Run 1, routing congestion:
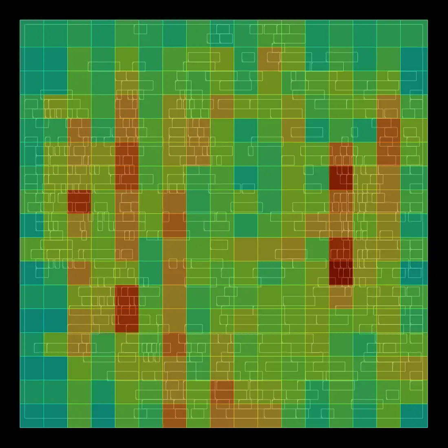
Run 1, metal 1:
Supply wires on this layer in gray.
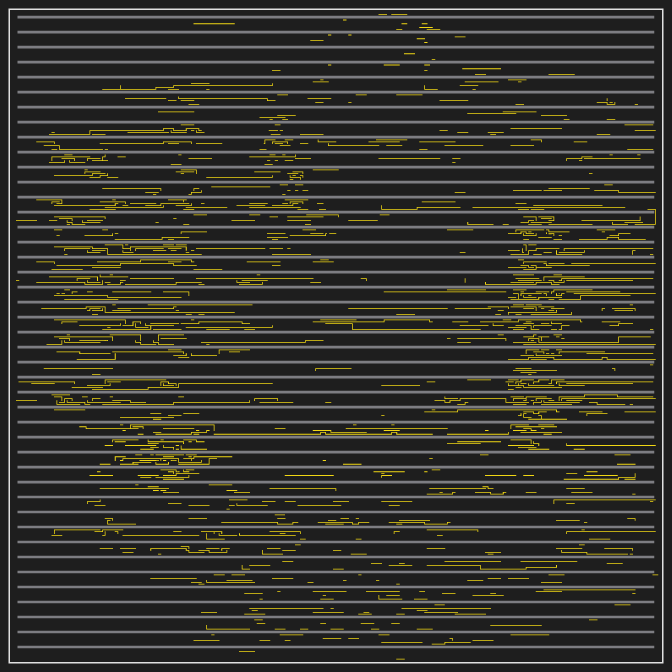
Run 1, cell area per tile:
The die is cut into 12 by 12 equal tiles; white is low, dark blue is high, 0 to 100% covered.
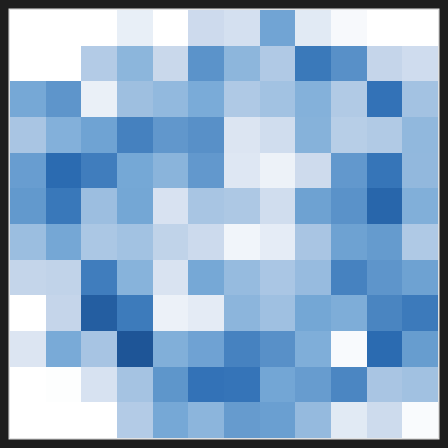
Run 1, cell classes on the final placement:
Scale bar: 20 um. Fill, decap, tap and diode cells in gray.
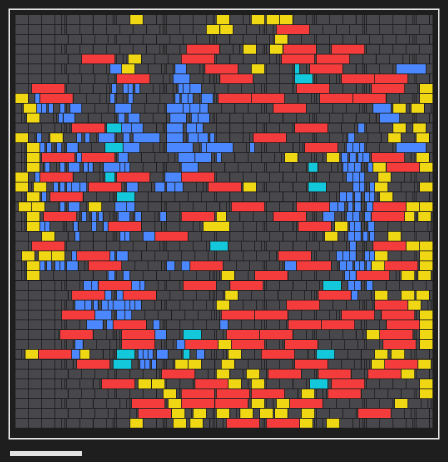
===== src/rtl/text_renderer_pkg.sv =====
// Shared constants, sideband record and address helper for the text-mode pixel pipeline.
package text_pkg;

  localparam int TEXT_COLS     = 80;
  localparam int TEXT_ROWS_VIS = 30;
  localparam int TEXT_ROWS_BUF = 32;
  localparam int FONT_W        = 8;
  localparam int FONT_H        = 16;
  localparam int PIPE_LAT      = 5;
  localparam int CHAR_ADDR_W   = 12;

  // Per-pixel information that travels alongside the memory lookups.
  typedef struct packed {
    logic       hsync;
    logic       vsync;
    logic       active;
    logic       vis;
    logic       cursor_hit;
    logic [3:0] glyph_row;
    logic [2:0] bit_sel;
  } sideband_t;

  // prow*80 + col built from shifts so no multiplier is inferred.
  function automatic logic [CHAR_ADDR_W-1:0] cell_addr(input logic [4:0] prow,
                                                       input logic [6:0] col);
    cell_addr = {1'b0, prow, 6'b000000} + {3'b000, prow, 4'b0000} + {5'b00000, col};
  endfunction

endpackage


===== src/rtl/text_renderer_if.sv =====
// Read-port bundle connecting the renderer to character buffer, font ROM and palette.
interface text_renderer_if;
  import text_pkg::*;

  logic [CHAR_ADDR_W-1:0] char_addr;
  logic [15:0]            char_data;
  logic [11:0]            font_addr;
  logic [7:0]             font_data;
  logic [3:0]             pal_addr_fg;
  logic [3:0]             pal_addr_bg;
  logic [5:0]             pal_data_fg;
  logic [5:0]             pal_data_bg;

  // Renderer side: drives addresses, receives data one clock later.
  modport master (
    output char_addr, font_addr, pal_addr_fg, pal_addr_bg,
    input  char_data, font_data, pal_data_fg, pal_data_bg
  );

  // Memory side: receives addresses, returns data.
  modport slave (
    input  char_addr, font_addr, pal_addr_fg, pal_addr_bg,
    output char_data, font_data, pal_data_fg, pal_data_bg
  );

endinterface


===== src/rtl/text_renderer_cursor_blink.sv =====
// Frame-rate housekeeping: vsync rising-edge detect, blink frame counter and phase,
// and the strobe that loads the renderer's shadow registers once per frame.
module cursor_blink #(
  parameter int BLINK_FRAMES = 30
) (
  input  logic clk,
  input  logic reset_n,
  input  logic vsync_in,
  output logic shadow_load,
  output logic blink_phase
);

  localparam int CNT_W = (BLINK_FRAMES > 1) ? $clog2(BLINK_FRAMES) : 1;
  localparam logic [CNT_W-1:0] CNT_MAX = CNT_W'(BLINK_FRAMES - 1);

  logic             vs_r;
  logic             vs_d_r;
  logic             rise_s;
  logic [CNT_W-1:0] cnt_r;
  logic             phase_r;

  // Register vsync twice so the edge is detected on clean, registered copies.
  always_ff @(posedge clk or negedge reset_n) begin
    if (!reset_n) begin
      vs_r   <= 1'b0;
      vs_d_r <= 1'b0;
    end else begin
      vs_r   <= vsync_in;
      vs_d_r <= vs_r;
    end
  end

  // One-cycle strobe on the rising edge of the registered vsync.
  always_comb begin
    rise_s = vs_r & ~vs_d_r;
  end

  // Count frames; toggle the blink phase when the count wraps.
  always_ff @(posedge clk or negedge reset_n) begin
    if (!reset_n) begin
      cnt_r   <= '0;
      phase_r <= 1'b1;
    end else if (rise_s) begin
      if (cnt_r == CNT_MAX) begin
        cnt_r   <= '0;
        phase_r <= ~phase_r;
      end else begin
        cnt_r   <= cnt_r + 1'b1;
      end
    end
  end

  assign shadow_load = rise_s;
  assign blink_phase = phase_r;

endmodule


===== src/rtl/text_renderer.sv =====
// Text-mode pixel pipeline: pixel coordinates -> character cell -> glyph row -> palette colour.
// Fixed five-clock latency; sync/active sideband is delayed to stay aligned with rgb_out.
module text_renderer
  import text_pkg::*;
#(
  parameter int BLINK_FRAMES     = 30,
  parameter int CURSOR_START_ROW = 14
) (
  input  logic        clk,
  input  logic        reset_n,
  input  logic [9:0]  pixel_x,
  input  logic [9:0]  pixel_y,
  input  logic        video_active,
  input  logic        hsync_in,
  input  logic        vsync_in,
  input  logic [4:0]  scroll_row,
  input  logic [6:0]  cursor_col,
  input  logic [4:0]  cursor_row,
  input  logic        cursor_enable,
  text_renderer_if.master mem,
  output logic [5:0]  rgb_out,
  output logic        hsync_out,
  output logic        vsync_out,
  output logic        active_out
);

  localparam logic [3:0] CUR_ROW0 = 4'(CURSOR_START_ROW);
  localparam logic [6:0] COLS     = 7'(TEXT_COLS);

  logic        shadow_load_s;
  logic        blink_phase_s;

  logic [4:0]  scroll_sh_r;
  logic [6:0]  cur_col_sh_r;
  logic [4:0]  cur_row_sh_r;
  logic        cur_en_sh_r;

  logic [6:0]  col_s;
  logic [4:0]  srow_s;
  logic [4:0]  prow_s;
  logic [6:0]  addr_col_s;
  sideband_t   sb_in_s;
  sideband_t [PIPE_LAT:1] sb_r;

  logic [CHAR_ADDR_W-1:0] char_addr_r;
  logic [11:0] font_addr_r;
  logic [3:0]  pal_fg_r;
  logic [3:0]  pal_bg_r;

  logic        bit_s;
  logic        cur_s;
  logic [5:0]  pix_s;
  logic [5:0]  rgb_r;

  logic        unused_s;

  cursor_blink #(
    .BLINK_FRAMES(BLINK_FRAMES)
  ) u_blink (
    .clk         (clk),
    .reset_n     (reset_n),
    .vsync_in    (vsync_in),
    .shadow_load (shadow_load_s),
    .blink_phase (blink_phase_s)
  );

  // Capture scroll/cursor controls once per frame so mid-frame writes cannot tear the picture.
  always_ff @(posedge clk or negedge reset_n) begin
    if (!reset_n) begin
      scroll_sh_r  <= 5'd0;
      cur_col_sh_r <= 7'd0;
      cur_row_sh_r <= 5'd0;
      cur_en_sh_r  <= 1'b0;
    end else if (shadow_load_s) begin
      scroll_sh_r  <= scroll_row;
      cur_col_sh_r <= cursor_col;
      cur_row_sh_r <= cursor_row;
      cur_en_sh_r  <= cursor_enable;
    end
  end

  // Cell decode: screen cell, scrolled ring-buffer row and first-stage sideband.
  always_comb begin
    col_s  = pixel_x[9:3];
    srow_s = pixel_y[8:4];
    prow_s = srow_s + scroll_sh_r;
    if (col_s < COLS) begin
      addr_col_s = col_s;
    end else begin
      addr_col_s = 7'd0;
    end
    sb_in_s            = '0;
    sb_in_s.hsync      = hsync_in;
    sb_in_s.vsync      = vsync_in;
    sb_in_s.active     = video_active;
    sb_in_s.vis        = video_active & (col_s < COLS);
    sb_in_s.glyph_row  = pixel_y[3:0];
    sb_in_s.bit_sel    = pixel_x[2:0];
    // Cursor matches on screen row so scrolling never drags it along.
    sb_in_s.cursor_hit = cur_en_sh_r & (col_s == cur_col_sh_r) & (srow_s == cur_row_sh_r);
  end

  // Stage 1: character buffer address.
  always_ff @(posedge clk or negedge reset_n) begin
    if (!reset_n) begin
      char_addr_r <= '0;
    end else begin
      char_addr_r <= cell_addr(prow_s, addr_col_s);
    end
  end

  // Sideband shift register matching the memory round trips.
  always_ff @(posedge clk or negedge reset_n) begin
    if (!reset_n) begin
      sb_r <= '0;
    end else begin
      sb_r[1] <= sb_in_s;
      for (int i = 2; i <= PIPE_LAT; i++) begin
        sb_r[i] <= sb_r[i-1];
      end
    end
  end

  // Stage 3: glyph row address and palette indices from the returned character word.
  always_ff @(posedge clk or negedge reset_n) begin
    if (!reset_n) begin
      font_addr_r <= 12'd0;
      pal_fg_r    <= 4'd0;
      pal_bg_r    <= 4'd0;
    end else begin
      font_addr_r <= {mem.char_data[7:0], sb_r[2].glyph_row};
      pal_fg_r    <= mem.char_data[11:8];
      pal_bg_r    <= mem.char_data[15:12];
    end
  end

  // Pixel select: glyph bit, cursor underline inversion and blanking.
  always_comb begin
    bit_s = mem.font_data[3'd7 - sb_r[4].bit_sel];
    cur_s = sb_r[4].cursor_hit & blink_phase_s & (sb_r[4].glyph_row >= CUR_ROW0);
    if (sb_r[4].vis) begin
      if (bit_s ^ cur_s) begin
        pix_s = mem.pal_data_fg;
      end else begin
        pix_s = mem.pal_data_bg;
      end
    end else begin
      pix_s = 6'd0;
    end
  end

  // Stage 5: registered pixel colour.
  always_ff @(posedge clk or negedge reset_n) begin
    if (!reset_n) begin
      rgb_r <= 6'd0;
    end else begin
      rgb_r <= pix_s;
    end
  end

  assign mem.char_addr   = char_addr_r;
  assign mem.font_addr   = font_addr_r;
  assign mem.pal_addr_fg = pal_fg_r;
  assign mem.pal_addr_bg = pal_bg_r;

  assign rgb_out    = rgb_r;
  assign hsync_out  = sb_r[PIPE_LAT].hsync;
  assign vsync_out  = sb_r[PIPE_LAT].vsync;
  assign active_out = sb_r[PIPE_LAT].active;

  // Bits carried to the last stage only for alignment; pixel_y[9] lies beyond the visible area.
  assign unused_s = ^{pixel_y[9], sb_r[PIPE_LAT].vis, sb_r[PIPE_LAT].cursor_hit,
                      sb_r[PIPE_LAT].glyph_row, sb_r[PIPE_LAT].bit_sel};

endmodule


===== src/flat_wrapper.sv =====
// flat-port wrapper written by rule: the top's interface ports become plain ports
module text_renderer_flat import text_pkg::*;
#(
  parameter int BLINK_FRAMES     = 30,
  parameter int CURSOR_START_ROW = 14
)
  (clk, reset_n, pixel_x, pixel_y, video_active, hsync_in, vsync_in, scroll_row, cursor_col, cursor_row, cursor_enable, rgb_out, hsync_out, vsync_out, active_out, mem_char_addr, mem_font_addr, mem_pal_addr_fg, mem_pal_addr_bg, mem_char_data, mem_font_data, mem_pal_data_fg, mem_pal_data_bg);
  text_renderer_if mem_i ();
  input  logic clk;
  input  logic reset_n;
  input  logic [9:0] pixel_x;
  input  logic [9:0] pixel_y;
  input  logic video_active;
  input  logic hsync_in;
  input  logic vsync_in;
  input  logic [4:0] scroll_row;
  input  logic [6:0] cursor_col;
  input  logic [4:0] cursor_row;
  input  logic cursor_enable;
  output logic [5:0] rgb_out;
  output logic hsync_out;
  output logic vsync_out;
  output logic active_out;
  output wire logic [$bits(mem_i.char_addr)-1:0] mem_char_addr;
  output wire logic [$bits(mem_i.font_addr)-1:0] mem_font_addr;
  output wire logic [$bits(mem_i.pal_addr_fg)-1:0] mem_pal_addr_fg;
  output wire logic [$bits(mem_i.pal_addr_bg)-1:0] mem_pal_addr_bg;
  input wire logic [$bits(mem_i.char_data)-1:0] mem_char_data;
  input wire logic [$bits(mem_i.font_data)-1:0] mem_font_data;
  input wire logic [$bits(mem_i.pal_data_fg)-1:0] mem_pal_data_fg;
  input wire logic [$bits(mem_i.pal_data_bg)-1:0] mem_pal_data_bg;
  assign mem_char_addr = mem_i.char_addr;
  assign mem_font_addr = mem_i.font_addr;
  assign mem_pal_addr_fg = mem_i.pal_addr_fg;
  assign mem_pal_addr_bg = mem_i.pal_addr_bg;
  assign mem_i.char_data = mem_char_data;
  assign mem_i.font_data = mem_font_data;
  assign mem_i.pal_data_fg = mem_pal_data_fg;
  assign mem_i.pal_data_bg = mem_pal_data_bg;
  text_renderer #(.BLINK_FRAMES(BLINK_FRAMES), .CURSOR_START_ROW(CURSOR_START_ROW)) u_core (.clk(clk), .reset_n(reset_n), .pixel_x(pixel_x), .pixel_y(pixel_y), .video_active(video_active), .hsync_in(hsync_in), .vsync_in(vsync_in), .scroll_row(scroll_row), .cursor_col(cursor_col), .cursor_row(cursor_row), .cursor_enable(cursor_enable), .mem(mem_i), .rgb_out(rgb_out), .hsync_out(hsync_out), .vsync_out(vsync_out), .active_out(active_out));
endmodule

===== config.mk =====
export PLATFORM = sky130hd
export DESIGN_NAME = text_renderer_flat
export DESIGN_NICKNAME = d
export VERILOG_FILES = /design/src/rtl/text_renderer_pkg.sv /design/src/rtl/text_renderer_if.sv /design/src/rtl/text_renderer_cursor_blink.sv /design/src/rtl/text_renderer.sv /design/src/flat_wrapper.sv
export SDC_FILE = /design/constraint.sdc
export NUM_CORES = 1
export LEC_CHECK = 0
export CAP_MARGIN = 40
export CORE_MARGIN = 1
export CORE_UTILIZATION = 30
export CTS_BUF_LIST = sky130_fd_sc_hd__clkbuf_8
export DETAILED_ROUTE_END_ITERATION = 8
export GPL_ROUTABILITY_DRIVEN = 0
export SETUP_SLACK_MARGIN = 0.15
export SLEW_MARGIN = 10
export SYNTH_ARGS = -nofsm -noshare
export SYNTH_HDL_FRONTEND = slang
export SYNTH_SLANG_ARGS = --single-unit

===== constraint.sdc =====
create_clock -name clk -period 7.5 [get_ports clk]
set_input_delay 2.25 -clock clk [delete_from_list [all_inputs] [get_ports clk]]
set_output_delay 2.25 -clock clk [all_outputs]
set_load 0.05 [all_outputs]

==> results.txt, run 1 <==
flow finished, numbers: number of cells produced by synthesis 332, cell-internal power 0.956 mW, kind of critical path primary input to flip-flop, routed vias 2,792, signed area change from the synthesized netlist to the final layout 38.4%, most used standard cells in the synthesized netlist 107 x dfrtp_1, 76 x nand2_1, 18 x a21oi_1, effective utilization at floorplan 30.7%, residual DRC count 0, clock tree from TritonCTS built, setup slack, reg-to-reg 4.60 ns, Clock Tree Root clkbuf_8, Setup crit end kind flip-flop, number of antenna violations at the first check in global routing 0, Max Clock Skew 0.00752 ns, drt first-iter violations 218, combined buffer and inverter count along the critical path 2, simple share 12.3%, post-layout net count 548, category of cells accounting for the largest share of critical-path delay adder cells, most heavily used metal layer in global routing met2, Data required, critical path 7.80 ns, Worst Hold End u_core.sb_r[21]$_DFF_PN0_, sequential cell count of the final layout 108, Boundary Pins 120, outcome finished, final reports clean, Yosys Chip Area 4060 sq um, r2r startpoint u_core.scroll_sh_r[0]$_DFFE_PN0P_, diode count 0, CTS Buf Count 9, residual overflow from global routing 0, number of H-tree levels 3, largest non-sequential cell family by area simple AND/OR/NAND/NOR gates, flops & latches, synth 108, tap cells 176, flop share of the area 48.2%, power per cell area 254 nW/um^2, count of plain and timing-repair buffers 121, library cell with the highest instance count after synthesis dfrtp_1, asr flop ratio synth 100%, combinational share of cell area 22.4%, cell depth of the worst setup path 13, Setup-failing EPs final 0, dominant cell type by area after synthesis dfrtp_1, power consumed by sequential cells 0.681 mW, Vias per Instance 4.42, buffering overhead 21.6%, gr usage total 13.0%, time the final worst path needs with I/O delays and setup 4.89 ns, power consumed by the clock network 0.335 mW, Crit Reg-Reg Endpoint u_core.mem.char_addr[10]$_DFF_PN0_, Cell area leaders dfrtp_1 66%, nand2_1 7.0%, ha_1 4.6%
About 'routing congestion':
met3 global-route usage: 3.28%
wire length per cell: 13.3 um

About 'metal 1':
main direction: horizontal
longest straight run: 27.6 um

About 'cell area per tile':
mean over tiles: 39%
nearly empty tiles: 9.7%
tiles over 75% full: 3.5%
fullest tile: 85%

About 'cell classes on the final placement':
[blue] all other logic | cells: 211
[red] flip-flops | cells: 108
[cyan] clock drivers and dummy loads | cells: 16
[yellow] other buffers and delay cells | cells: 121

==> run 1: registers in the layout (all words and copies together) (netlist names) <==
register                    flops
u_core.cur_col_sh_r             7
u_core.u_blink.blink_phase      1
u_core.cur_row_sh_r             5
u_core.active_out               1
u_core.sb_r                    46
u_core.cur_en_sh_r              1
u_core.mem.font_addr            9
u_core.u_blink.cnt_r            5
u_core.mem.pal_addr_fg          4
u_core.mem.char_addr           12
u_core.scroll_sh_r              5
u_core.vsync_out                1
u_core.rgb_out                  6
u_core.hsync_out                1
u_core.mem.pal_addr_bg          4
==> run 1: metrics by stage <==
stage,instance area [sq um],hold slack (ns)
floorplan,4060,0.331
global placement,5410,0.332
detailed placement,5430,0.335
CTS,5610,0.350
global route,5610,0.363
finish,5610,0.348
Run 1, metal 4:
Scale bar: 20 um. Supply wires on this layer in gray.
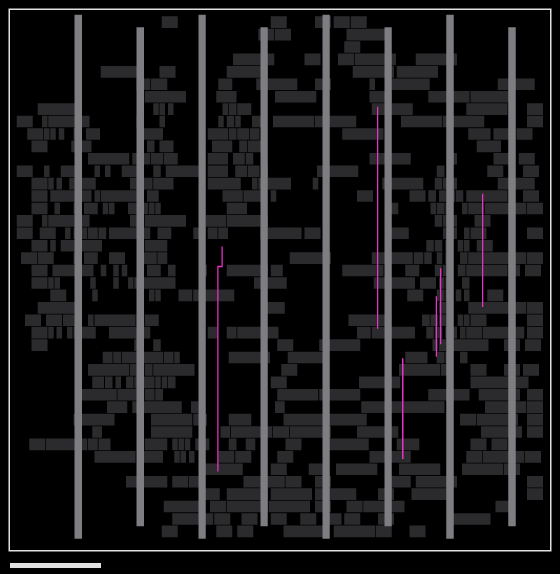

==> run 2, diff against run 1 <==
Clock period 7.5 ns to 5.1 ns, I/O delays scaled along.
Run 2, metal 4:
Scale bar: 20 um. Supply wires on this layer in gray.
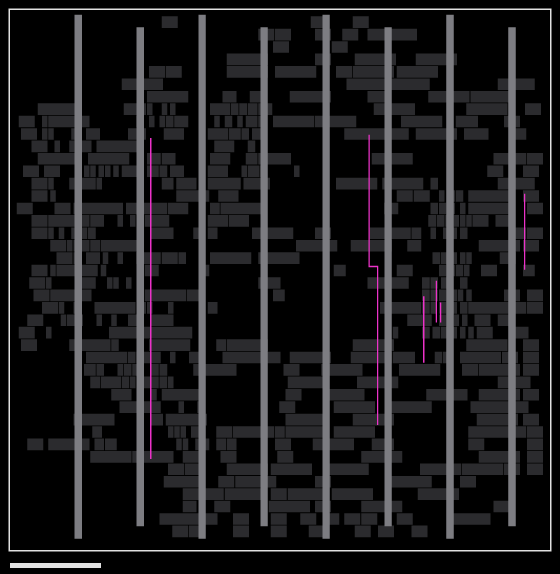
longest straight run: 70.0 um
wire length on this layer: 179 um
share of all routed wire: 2.2%
nets with wire on the layer: 5
main direction: vertical

Run 2, cell classes on the final placement:
Scale bar: 20 um. Fill, decap, tap and diode cells in gray.
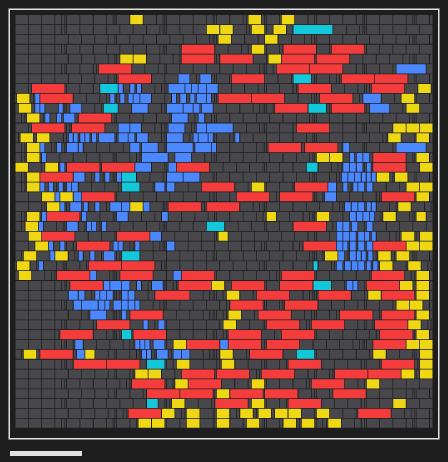
[cyan] clock drivers and dummy loads | cells: 16
[red] flip-flops | cells: 108
[yellow] other buffers and delay cells | cells: 121
[blue] all other logic | cells: 211

==> results.txt, run 2 <==
flow finished, numbers: register share after synthesis 66.7%, measured slew at the worst slew-check pin 0.896 ns, clock tree from TritonCTS built, number of antenna violations at the first check in global routing 0 (unchanged), post-detailed-routing wire length 8230 um, power consumed by sequential cells 1.00 mW (+47%), Placed Cells 616, placed wire-length estimate 5970 um, r2r startpoint u_core.scroll_sh_r[0]$_DFFE_PN0P_, Setup crit end kind flip-flop, Hold-fix buffers, CTS 0, number of cells produced by synthesis 332 (unchanged), category of cells accounting for the largest share of critical-path delay adder cells, most used cells in the layout excluding fill and tap cells 117 x clkdlybuf4s50_1, 107 x dfrtp_1, 76 x nand2_1, residual overflow from global routing 0 (unchanged), FF-to-FF path depth 12, signed area change from the synthesized netlist to the final layout 38.5%, largest register by flop count u_core.sb_r, number of H-tree levels 3 (unchanged), Synth Flop Type dfrtp_1, effective utilization at floorplan 30.7% (unchanged), combined buffer and inverter count along the critical path 2 (unchanged), residual DRC count 0 (unchanged), drt first-iter violations 247 (+13%), Area after DPL 5410 sq um (-0.23%), CTS resizes 0, Die Size 14,000 sq um, count of max-cap constraint violations 0, routed vias 2,772 (-0.72%), endpoints failing hold 0, library cell with the highest instance count after synthesis dfrtp_1, Critical Path Sink u_core.mem.char_addr[10]$_DFF_PN0_, total cells reported by yosys after synthesis 332, dominant cell type by area after synthesis dfrtp_1, CTS Buf Count 9 (unchanged), global-route track usage on met1 15.9%, Lkg Pwr 2.49 nW, gr usage total 12.6% (-0.35 points), x dimension of the die 118 um, number of flip-flops under the largest register name 46 (unchanged), post-layout net count 548 (unchanged), power consumed by the clock network 0.534 mW (+59%), Setup-failing EPs final 0 (unchanged), asr flop ratio synth 100% (unchanged), met2 routed wirelength 3780 um, diode count 0 (unchanged), total combinational power 0.593 mW, met3 global-route usage 3.57% (+0.29 points), Worst Hold End u_core.sb_r[31]$_DFF_PN0_, worst max-slew margin expressed relative to the limit 40.3%, total iterations of the first detailed-routing run 4, Port Buffer Count 118, post-layout period usage 81.5%, setup slack, reg-to-reg 2.25 ns (-2.35 ns), Cell area leaders dfrtp_1 66%, nand2_1 7.0%, ha_1 4.6%, Yosys Chip Area 4060 sq um (unchanged), Crit Reg-Reg Endpoint u_core.mem.char_addr[10]$_DFF_PN0_, wire length per cell 13.0 um (-2.3%), Clock Tree Root clkbuf_8, cell depth of the worst setup path 13 (unchanged), worst hold slack across all endpoints 0.357 ns (+0.00869 ns), power per cell area 379 nW/um^2 (+50%), Max Clock Skew 0.0137 ns (+0.00614 ns), most instantiated logic cell after routing clkdlybuf4s50_1, Data required, critical path 5.40 ns (-2.40 ns), number of sinks on the clock net 108, wire length of the first global-routing pass 13,600 um, flops & latches, synth 108 (unchanged), Top Consumer registers, total power after layout 2.13 mW, total of warnings raised by yosys 0, design area 5620 sq um (+0.11%), Post CTS Setup Buffer Count 0, outcome finished, final reports clean, Sequential Power Share 47.1%, switching part of the total 32.7%, worst hold path stage count 0, Hold Crit Class flip-flop to flip-flop, fraction of layout cells with a size suffix above 1 5.26%, time the final worst path needs with I/O delays and setup 4.16 ns, kind of critical path primary input to flip-flop, number of enable-type register cells in the synthesized netlist 0, Boundary Pins 120 (unchanged), most heavily used metal layer in global routing met2, cell-internal power 1.43 mW (+50%), Vias per Instance 4.39 (-0.72%), met2 Track Usage GR 19.9%, most used standard cells in the synthesized netlist 107 x dfrtp_1, 76 x nand2_1, 18 x a21oi_1
==> run 2: cell counts after synthesis <==
No cell type changed its count.
==> run 2: kinds of logic after synthesis <==
group	count (synthesis)	synth area share [%]
AND-OR/OR-AND	47	6.26
XOR/XNOR	21	4.54
adder cells (fa/ha/maj)	18	6.11
buffers and inverters	21	2.31
flip-flops	108	66.7
multiplexers	4	1.82
AND/OR/NAND/NOR	113	12.3
==> run 2: final cells by class <==
cell class / instances / area (sq um)
Inverter: 8 / 30.0
Multi-Input combinational cell: 203 / 1260
Sequential cell: 108 / 2700
Clock buffer: 9 / 124
Clock inverter: 7 / 81.3
Tap cell: 176 / 220
Fill cell: 1229 / 7570
Timing Repair Buffer: 121 / 1200
Run 2, routing congestion:
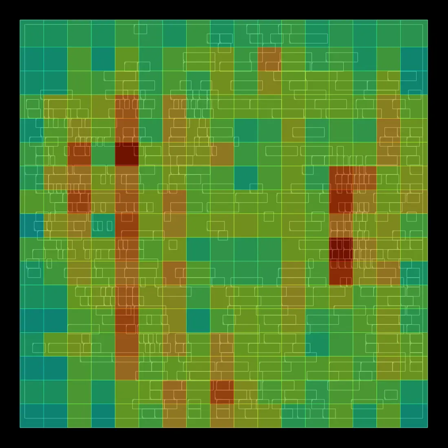

==> run 3, diff against run 2 <==
Clock period 5.1 ns to 3.6 ns, I/O delays scaled along.
Run 3, routing congestion:
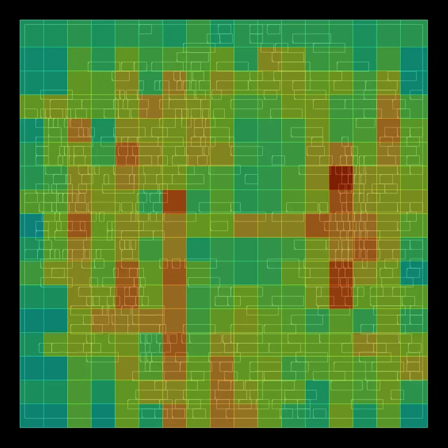
fin util: 43.9%
gr usage total: 13.1%
most heavily used metal layer in global routing: met2

Run 3, metal 4:
Scale bar: 20 um. Supply wires on this layer in gray.
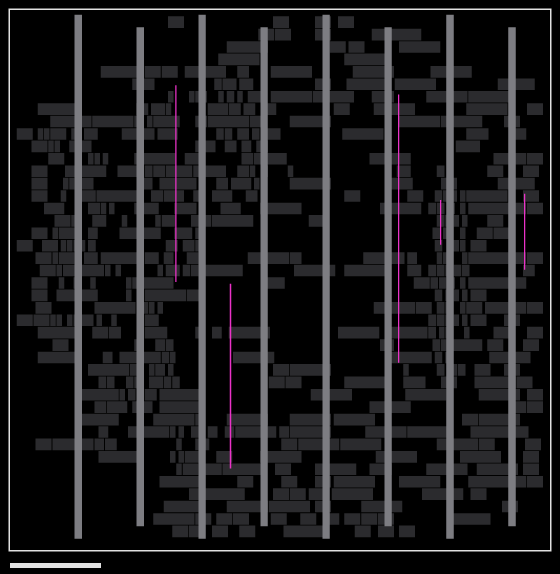
wire length on this layer: 167 um
main direction: vertical
nets with wire on the layer: 3

==> results.txt, run 3 <==
flow finished, numbers: outcome finished, final reports clean, FF-to-FF path depth 10 (-2), cell-internal power 2.12 mW (+48%), met3 global-route usage 4.20% (+0.63 points), met2 Track Usage GR 21.0% (+1.1 points), Synth Flop Type dfrtp_1, Vias per Instance 4.36 (-0.67%), time the final worst path needs with I/O delays and setup 3.29 ns, Crit Reg-Reg Endpoint u_core.mem.char_addr[11]$_DFF_PN0_, routed vias 2,823 (+1.8%), kind of critical path primary input to flip-flop, switching part of the total 32.9% (+0.15 points), power consumed by the clock network 0.779 mW (+46%), endpoints failing hold 0 (unchanged), number of H-tree levels 3 (unchanged), xor/xnor share 4.54% (unchanged), most used cells in the layout excluding fill and tap cells 115 x clkdlybuf4s50_1, 107 x dfrtp_1, 76 x nand2_1, total power after layout 3.15 mW (+48%), fraction of layout cells with a size suffix above 1 9.96% (+4.7 points), Worst Hold End u_core.sb_r[25]$_DFF_PN0_, diode count 0 (unchanged), r2r startpoint u_core.scroll_sh_r[0]$_DFFE_PN0P_, number of cells produced by synthesis 332 (unchanged), total combinational power 0.957 mW (+61%), Clock Tree Root clkbuf_8, Hold Crit Class flip-flop to flip-flop, worst hold slack across all endpoints 0.355 ns (-0.00145 ns), flops & latches, synth 108 (unchanged), power consumed by sequential cells 1.42 mW (+42%), asr flop ratio synth 100% (unchanged), global-route track usage on met1 16.2% (+0.38 points), measured slew at the worst slew-check pin 0.905 ns (+0.00845 ns), Setup crit end kind flip-flop, residual DRC count 0 (unchanged), Setup-failing EPs final 0 (unchanged), Max Clock Skew 0.0105 ns (-0.00319 ns), Adder-Cell Fraction of Synth Area 6.11% (unchanged), simple share 12.3% (unchanged), Lkg Pwr 2.59 nW (+4.0%), total of warnings raised by yosys 0 (unchanged), power per cell area 545 nW/um^2 (+44%), Area after DPL 5530 sq um (+2.2%), Sequential Power Share 45.0% (-2.1 points), Reg area 2700 sq um (unchanged), number of antenna violations at the first check in global routing 0 (unchanged), number of flip-flops under the largest register name 46 (unchanged), Post CTS Setup Buffer Count 0 (unchanged), Hold-fix buffers, CTS 0 (unchanged)
-- run 3: cell counts after synthesis --
No cell type changed its count.
-- run 3: final cells by class --
cell class | count | area share, %
multi-input combinational | 203 | 22.6
clock buffer | 9 | 2.14
clock inverter | 7 | 1.40
inverter | 8 | 0.518
sequential | 108 | 46.7
timing repair buffer | 137 | 22.9
tap | 176 | 3.80
-- run 3: worst max-delay path, stage by stage --
cell and delay [ns]:
clkdlybuf4s50_1 0.44, ha_1 0.37, xor2_2 0.20, fa_1 0.54, inv_1 0.07, fa_1 0.43
nor2b_1 0.12, o21a_1 0.15, o21ai_0 0.08, a21oi_1 0.14
-- run 3: timing repair --
item,CTS,global route
endpoints found under the setup margin,3,3
pin swaps,2,6
resized,4,6
hold endpoints to repair,0,0
No activity file was given, so power comes from the tool's default toggle rates.
